===== src/rtl/reorder_buffer.sv =====
// Circular reorder buffer: allocates tags to the dispatcher and takes CDB results.
// Retires in order into the regfile, and flushes the pipeline on a mispredicted commit.
module reorder_buffer #(
  parameter int ROB_WIDTH  = 4,
  parameter int REG_WIDTH  = 5,
  parameter int DATA_WIDTH = 32
) (
  input  logic                  clk_in,
  input  logic                  rst_in,
  input  logic                  rdy_in,
  input  logic                  dispatcher_rob_en_in,
  input  logic [REG_WIDTH-1:0]  dispatcher_rob_rd_in,
  output logic [ROB_WIDTH-1:0]  rob_dispatcher_tag_out,
  output logic                  rob_dispatcher_full_out,
  input  logic [ROB_WIDTH-1:0]  dispatcher_rob_qs_in,
  input  logic [ROB_WIDTH-1:0]  dispatcher_rob_qt_in,
  output logic                  rob_dispatcher_qs_ready_out,
  output logic                  rob_dispatcher_qt_ready_out,
  output logic [DATA_WIDTH-1:0] rob_dispatcher_qs_value_out,
  output logic [DATA_WIDTH-1:0] rob_dispatcher_qt_value_out,
  input  logic                  cdb_rob_en_in,
  input  logic [ROB_WIDTH-1:0]  cdb_rob_tag_in,
  input  logic [DATA_WIDTH-1:0] cdb_rob_value_in,
  input  logic                  cdb_rob_mispredict_in,
  input  logic [DATA_WIDTH-1:0] cdb_rob_target_in,
  output logic                  rob_regfile_en_out,
  output logic [REG_WIDTH-1:0]  rob_regfile_d_out,
  output logic [DATA_WIDTH-1:0] rob_regfile_value_out,
  output logic [ROB_WIDTH-1:0]  rob_regfile_h_out,
  output logic                  rob_regfile_rst_out,
  output logic                  rob_flush_out,
  output logic [DATA_WIDTH-1:0] rob_flush_pc_out
);
  localparam int DEPTH = 1 << ROB_WIDTH;
  localparam logic [ROB_WIDTH-1:0] MAX_TAG   = ROB_WIDTH'(DEPTH - 1);
  localparam logic [ROB_WIDTH-1:0] FIRST_TAG = ROB_WIDTH'(1);

  logic [DEPTH-1:0]      r_valid;
  logic [DEPTH-1:0]      r_ready;
  logic [DEPTH-1:0]      r_mispredict;
  logic [REG_WIDTH-1:0]  r_rd     [DEPTH];
  logic [DATA_WIDTH-1:0] r_value  [DEPTH];
  logic [DATA_WIDTH-1:0] r_target [DEPTH];
  logic [ROB_WIDTH-1:0]  r_head;
  logic [ROB_WIDTH-1:0]  r_tail;
  logic [ROB_WIDTH-1:0]  r_count;

  logic w_full, w_commit, w_flush, w_alloc, w_wb;
  logic w_qs_hit, w_qs_byp, w_qt_hit, w_qt_byp;

  // Tag 0 means "no producer", so pointers wrap from MAX_TAG back to 1.
  function automatic logic [ROB_WIDTH-1:0] f_incr(input logic [ROB_WIDTH-1:0] p);
    return (p == MAX_TAG) ? FIRST_TAG : p + FIRST_TAG;
  endfunction

  assign w_full   = (r_count == MAX_TAG);
  assign w_commit = rdy_in && !rst_in && r_valid[r_head] && r_ready[r_head];
  assign w_flush  = w_commit && r_mispredict[r_head];
  assign w_alloc  = rdy_in && dispatcher_rob_en_in && !w_full && !w_flush;
  assign w_wb     = rdy_in && cdb_rob_en_in && (cdb_rob_tag_in != '0) && r_valid[cdb_rob_tag_in];

  assign rob_dispatcher_tag_out  = r_tail;
  assign rob_dispatcher_full_out = w_full;

  assign rob_regfile_en_out    = w_commit;
  assign rob_regfile_d_out     = r_rd[r_head];
  assign rob_regfile_value_out = r_value[r_head];
  assign rob_regfile_h_out     = r_head;
  assign rob_regfile_rst_out   = w_flush;
  assign rob_flush_out         = w_flush;
  assign rob_flush_pc_out      = r_target[r_head];

  // Operand lookups see a same-cycle CDB result, but only for a live entry.
  assign w_qs_hit = (dispatcher_rob_qs_in != '0) && r_valid[dispatcher_rob_qs_in];
  assign w_qs_byp = cdb_rob_en_in && (cdb_rob_tag_in == dispatcher_rob_qs_in);
  assign w_qt_hit = (dispatcher_rob_qt_in != '0) && r_valid[dispatcher_rob_qt_in];
  assign w_qt_byp = cdb_rob_en_in && (cdb_rob_tag_in == dispatcher_rob_qt_in);

  assign rob_dispatcher_qs_ready_out = w_qs_hit && (w_qs_byp || r_ready[dispatcher_rob_qs_in]);
  assign rob_dispatcher_qt_ready_out = w_qt_hit && (w_qt_byp || r_ready[dispatcher_rob_qt_in]);
  assign rob_dispatcher_qs_value_out = w_qs_byp ? cdb_rob_value_in : r_value[dispatcher_rob_qs_in];
  assign rob_dispatcher_qt_value_out = w_qt_byp ? cdb_rob_value_in : r_value[dispatcher_rob_qt_in];

  // Entry state, pointers and occupancy; a mispredicted commit empties the buffer.
  always_ff @(posedge clk_in) begin
    if (rst_in || w_flush) begin
      r_valid <= '0;
      r_ready <= '0;
      r_head  <= FIRST_TAG;
      r_tail  <= FIRST_TAG;
      r_count <= '0;
    end else if (rdy_in) begin
      if (w_wb) begin
        r_ready[cdb_rob_tag_in]      <= 1'b1;
        r_value[cdb_rob_tag_in]      <= cdb_rob_value_in;
        r_mispredict[cdb_rob_tag_in] <= cdb_rob_mispredict_in;
        r_target[cdb_rob_tag_in]     <= cdb_rob_target_in;
      end
      if (w_alloc) begin
        r_valid[r_tail] <= 1'b1;
        r_ready[r_tail] <= 1'b0;
        r_rd[r_tail]    <= dispatcher_rob_rd_in;
        r_tail          <= f_incr(r_tail);
      end
      if (w_commit) begin
        r_valid[r_head] <= 1'b0;
        r_head          <= f_incr(r_head);
      end
      case ({w_alloc, w_commit})
        2'b10:   r_count <= r_count + FIRST_TAG;
        2'b01:   r_count <= r_count - FIRST_TAG;
        default: r_count <= r_count;
      endcase
    end
  end
endmodule


===== config.mk =====
export PLATFORM = sky130hd
export DESIGN_NAME = reorder_buffer
export DESIGN_NICKNAME = d
export VERILOG_FILES = /design/src/rtl/reorder_buffer.sv
export SDC_FILE = /design/constraint.sdc
export NUM_CORES = 1
export LEC_CHECK = 0
export CORE_MARGIN = 4
export CORE_UTILIZATION = 55
export DETAILED_ROUTE_END_ITERATION = 7
export HOLD_SLACK_MARGIN = 0.02
export PLACE_DENSITY = 0.83
export SLEW_MARGIN = 5
export SYNTH_ARGS = -nofsm -noshare
export SYNTH_HDL_FRONTEND = slang
export SYNTH_SLANG_ARGS = --single-unit
export TNS_END_PERCENT = 10

===== constraint.sdc =====
create_clock -name clk_in -period 7.7 [get_ports clk_in]
set_input_delay 1.54 -clock clk_in [delete_from_list [all_inputs] [get_ports clk_in]]
set_output_delay 1.54 -clock clk_in [all_outputs]
set_load 0.005 [all_outputs]

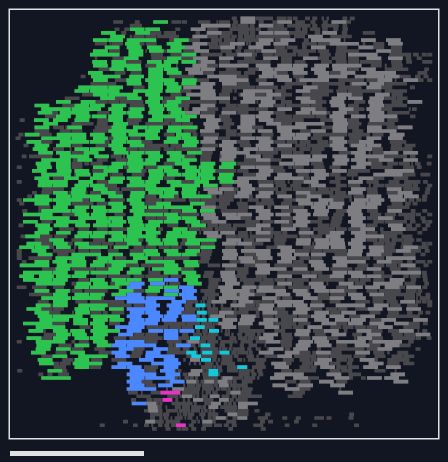
(sequential cells grouped by signal name)
Scale bar: 100 µm. Other sequential cells in the stronger grey, the rest of the logic in the fainter grey.
- rob_dispatcher_tag_out: magenta (placed flops 4)
- r_rd: blue (placed flops 80)
- r_target: green (placed flops 512)
- r_ready: cyan (placed flops 16; where bottom middle)
- not coloured: 556

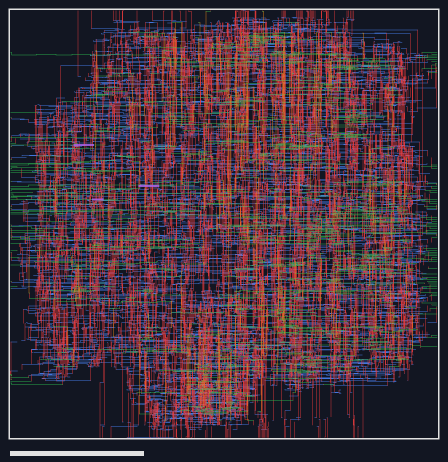
(metal layers overlaid)
Scale bar: 100 µm.
- met2: red (wire length 72.3 mm)
- met4: orange (wire length 6230 µm)
- met5: purple (wire length 35.0 µm)
- met3: green (wire length 14800 µm)
- met1: blue (wire length 49.3 mm)

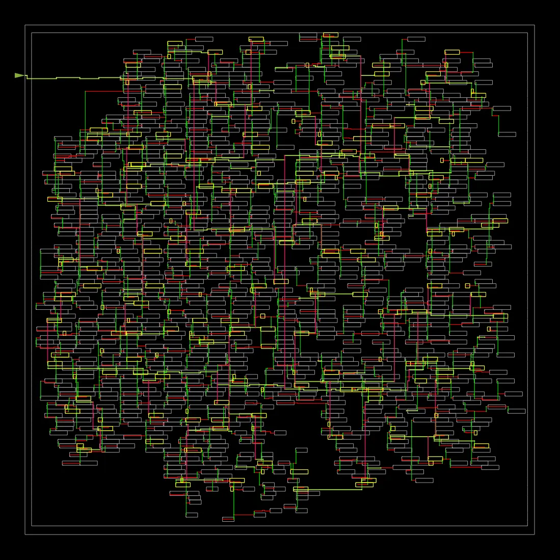
(clock wiring as the flow saved it)
clock skew: 0.0201 ns
insertion delay of the later-clocked pin in the worst-skew pair: 0.70 ns
Sink Count: 1168
power dissipated in the clock network: 6.30 mW

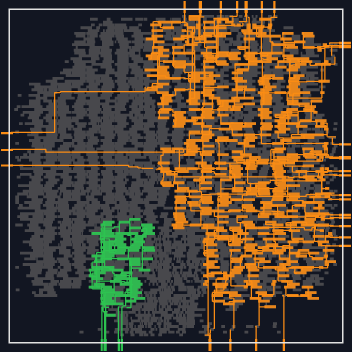
(port wiring)
- cdb_rob_value_in: orange (bits 32; direction input; edge 15 right, 9 top, 5 bottom, 3 left; end cells 576; wire 7230 µm)
- dispatcher_rob_rd_in: green (bits 5; direction input; edge bottom; end cells 80; wire 1020 µm)
boundary pin count: 234
input/output buffers: 233

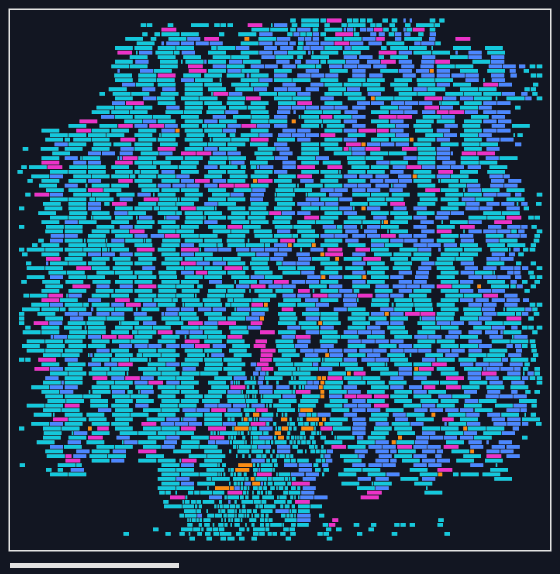
(sizing map)
Scale bar: 100 µm.
- drive 3 to 4: orange (cells 56)
- drive 2: blue (cells 801)
- drive 6 and up: magenta (cells 179)
- drive 1 or less: cyan (cells 1757)
Final Worst Setup Slack: 1.68 ns
P&R area growth vs syn: 15.7%
post-layout instance area: 62100 µm²
number of signal-net buffers in the layout: 288

==> run summary <==
Implementation results are summarized by area below.

Layout
Per the cell usage report, the commonest logic cells after layout are 1120 x sky130_fd_sc_hd__edfxtp_1, 692 x sky130_fd_sc_hd__mux4_2, 225 x sky130_fd_sc_hd__clkdlybuf4s50_1. Per the area breakdown, the dominant cell category is registers. The most frequent logic cell in the layout is sky130_fd_sc_hd__edfxtp_1. The inverter count of the layout excluding clock inverters is 17. The fraction of area in registers is 55.8%. Cells with a size suffix above 1 make up 37.1% of the layout. The finished design was reported to have a net count of 2794. For this run, the script counts the antenna cells in the layout as 5. The largest registers in the layout are r_target (512), r_value (512), r_rd (80).

In the final layout, the multi-input gates occupy 18500 µm². The share of cell area taken by multi-input logic gates is 29.9%. The tally of non-filler cells in the final layout is 4074. The final layout report lists a filler cell count of 6091. 1105 cells are multi-input combinational gates. The final layout contains a sequential cell count of 1168. In the final layout, the clock buffer count is 128. The sequential cells in the finished layout cover a total of 34600 µm². The layout report lists the clock-cell share of area as 6.87%. Once layout is complete, the utilization of the core stands at 64.2%.

The fraction of final cell area spent on non-clock buffers in this run is 4.83%.

Route
The final routed wire length divided by cell count is 35.0 µm. The highest metal layer carrying signal wires in the routed design is met5. For this run, the detailed router reports a per-instance via density of 7.18. The detailed router put a total of 49300 µm of wire on met1. The routed design uses 72300 µm of met2 wire. The routed layout reports a DRC error count of 0. The final route contains 29300 vias.

The routed length on met3 is 14800 µm. The final antenna-violating net count is 0. The detailed-router iteration count before antenna repair is 5. The total detailed-routing wirelength is 143000 µm.

For this block, the initial DRC count from the detailed router was 4282.

Final timing
Pins over their slew limit in the final report were tallied at 0. OpenROAD reports that the post-layout worst path occupies 78.2% of the period. Static timing analysis puts the maximum clock frequency at 166 MHz. The worst hold slack is 0.483 ns. The sum of negative setup slack is 0 ns. The final count of negative-setup-slack endpoints is 0. The pin closest to its max-slew limit shows a slew of 1.19 ns. The worst pin sits at a relative slew slack of 20.9%.

Setup repair after global routing left no endpoint under its margin. The hold violation count in the final report is 0. The shortest clock period the worst path allows after layout is 6.02 ns.

Placement
The number of placed cells counting well taps is 3854. The detailed placer's ending HPWL is 75800 µm. Timing analysis after detailed placement gives a worst setup slack of 1.70 ns. The cell area after placement is 57800 µm². The routability-driven placement congestion ratio is 0.863.

Floorplan
The share of the core area taken by cells at floorplan is 55.5%. The width of the die is 320 µm. The vertical die dimension reported for this design is 320 µm.

According to the floorplan report, the placeable core area is 96700 µm². In this run the core area contains 114 standard-cell rows. The overall die size recorded for this design is 103000 µm². The inserted tap cell count is 1276.

GRT
The number of antenna violations at the first check in global routing is 7. The maximum number of pins on one net before global-route repair is 113. The global-route layer with the greatest usage is met2. met3 track demand over resource after global routing is 6.16%. The global router's overall resource usage is 28.1%. Recorded from the global router log, the overflow total was 0.

For this run, global-route usage on met2 was measured as 46.5%. The first-pass GRT wire length is 212000 µm. The global-route met1 utilization is 37.2%.

The via count of the first global-routing pass is 30900.

Critical path
The startpoint type of the worst setup path is an input pin. The start point of the critical path is cdb_rob_tag_in[0]. Per STA, the worst path accumulates the most delay in the family buffers and inverters. At the worst endpoint, the arrival time is 4.48 ns. Traced cell by cell, the critical path runs through clkdlybuf4s50_1, xor2_1, nor4_4, buf_4, mux2_2, clkdlybuf4s50_1.

The reg-to-reg critical path startpoint is rob_regfile_h_out[0]. The cell depth of the worst flop-to-flop path is 7. The most critical setup path has its endpoint at rob_dispatcher_qs_value_out[5]. The number of stages on the worst setup path is 6. The worst reg2reg path endpoint is r_value[12][12]. The worst-path maximum fanout is 33. The worst setup path is captured at a primary output. Per STA, the library cell used most along the worst path is sky130_fd_sc_hd__clkdlybuf4s50_1. The critical path in this run is classified as in -> out. Across all register-to-register paths, the minimum setup slack is 3.05 ns. The slowest cell on the critical path is sky130_fd_sc_hd__clkdlybuf4s50_1. Per the post-run analysis, buffers plus inverters along the critical path come to 3. The required time reported for the critical path endpoint is 6.16 ns. Among all stages on the critical path, the maximum delay recorded is 1.02 ns.

Power and ir drop
In this run, the combinational gates consume 5.0% of the power. The power dissipated by switching net loads is 2.81 mW. The switching part of the total power is 20.1%. The sequential share of power is 50.0%. The heaviest power group is registers. The maximum vdd drop is 0.216 mV. The power density relative to cell area is 226 nW/µm². The leakage component of the power was reported as 19.4 nW. The combinational cell power is 0.706 mW. The clock network power share is 44.9%.

The internal power component is 11.2 mW. Per report_power, the Sequential row totals 7.01 mW. The overall power is 14.0 mW.

Synth
In this run, synthesis inferred 1120 flip-flops with an integrated enable. Per the Yosys statistics, synthesis produced 2426 cells. The commonest register cell after synthesis is sky130_fd_sc_hd__edfxtp_1.

The synthesized netlist devotes 1.59% of its cell area to simple gates. Yosys reports that the most numerous cell types are 1120 x sky130_fd_sc_hd__edfxtp_1, 692 x sky130_fd_sc_hd__mux4_2, 121 x sky130_fd_sc_hd__clkbuf_1. The portion of synthesized cell area occupied by the leading cell type is 62.7%. The main area contributors are sky130_fd_sc_hd__edfxtp_1 63%, sky130_fd_sc_hd__mux4_2 29%, sky130_fd_sc_hd__dfxtp_1 1.8%, sky130_fd_sc_hd__mux2_2 1.4%, sky130_fd_sc_hd__clkbuf_1 0.85%. Yosys reports the multiplexer fraction of the synthesized area as 30.7%.

The fraction of the mapped netlist area in compound gates is 1.06%. The top cell type by total area after synthesis is sky130_fd_sc_hd__edfxtp_1. The synthesized area is 53700 µm².

For this run, the number of Yosys warnings is 0. After synthesis, flip-flops and latches occupy 64.5% of the total area. The top cell type by instance count after synthesis is sky130_fd_sc_hd__edfxtp_1. Per the post-synthesis report, the number of cells in the design is 2426. In this run, the synthesized area fraction spent on xor and xnor cells is recorded as 0.228%.

The summed standard-cell area reported by yosys is 53700 µm². The async set-or-reset flop fraction in the synthesized netlist is 0%. The average instance in the mapped netlist occupies 22.1 µm². Synthesis inferred 1168 register bits. Of the total synthesized cell area, the portion taken by full adders, half adders and majority gates is 0.256%. The gate-level netlist out of Yosys references 56 unique cell types. Of the combinational cells, the family taking the most area is multiplexers.

CTS
The CTS tree is done. Once the clock tree was built, the resizer swapped 0 gates to a different size. The deepest level of the CTS H-tree is 3. The root buffer cell is sky130_fd_sc_hd__clkbuf_16. The buffers inserted during post-CTS setup optimization is 0. In this run, post-CTS hold repair placed 0 buffers. The timing report gives the clock slew at the launch and capture registers of the worst setup and hold paths as 0.06 ns.

The maximum number of buffers from clock root to sink is 3. The number of buffers created by CTS is 116.

Min path
The path with the worst hold slack has its endpoint at r_valid[0]. The number of cells on the worst hold path is listed as 2. The class of the tightest hold or removal check is reg -> reg. The hold path startpoint is r_valid[0].

Outcome
The run finished with clean final reports.

Run
The max-capacitance violation count is 0. Warnings raised by the tools during the run amount to 40.
Power figures rest on the tool's default switching activity, not on a simulated workload.
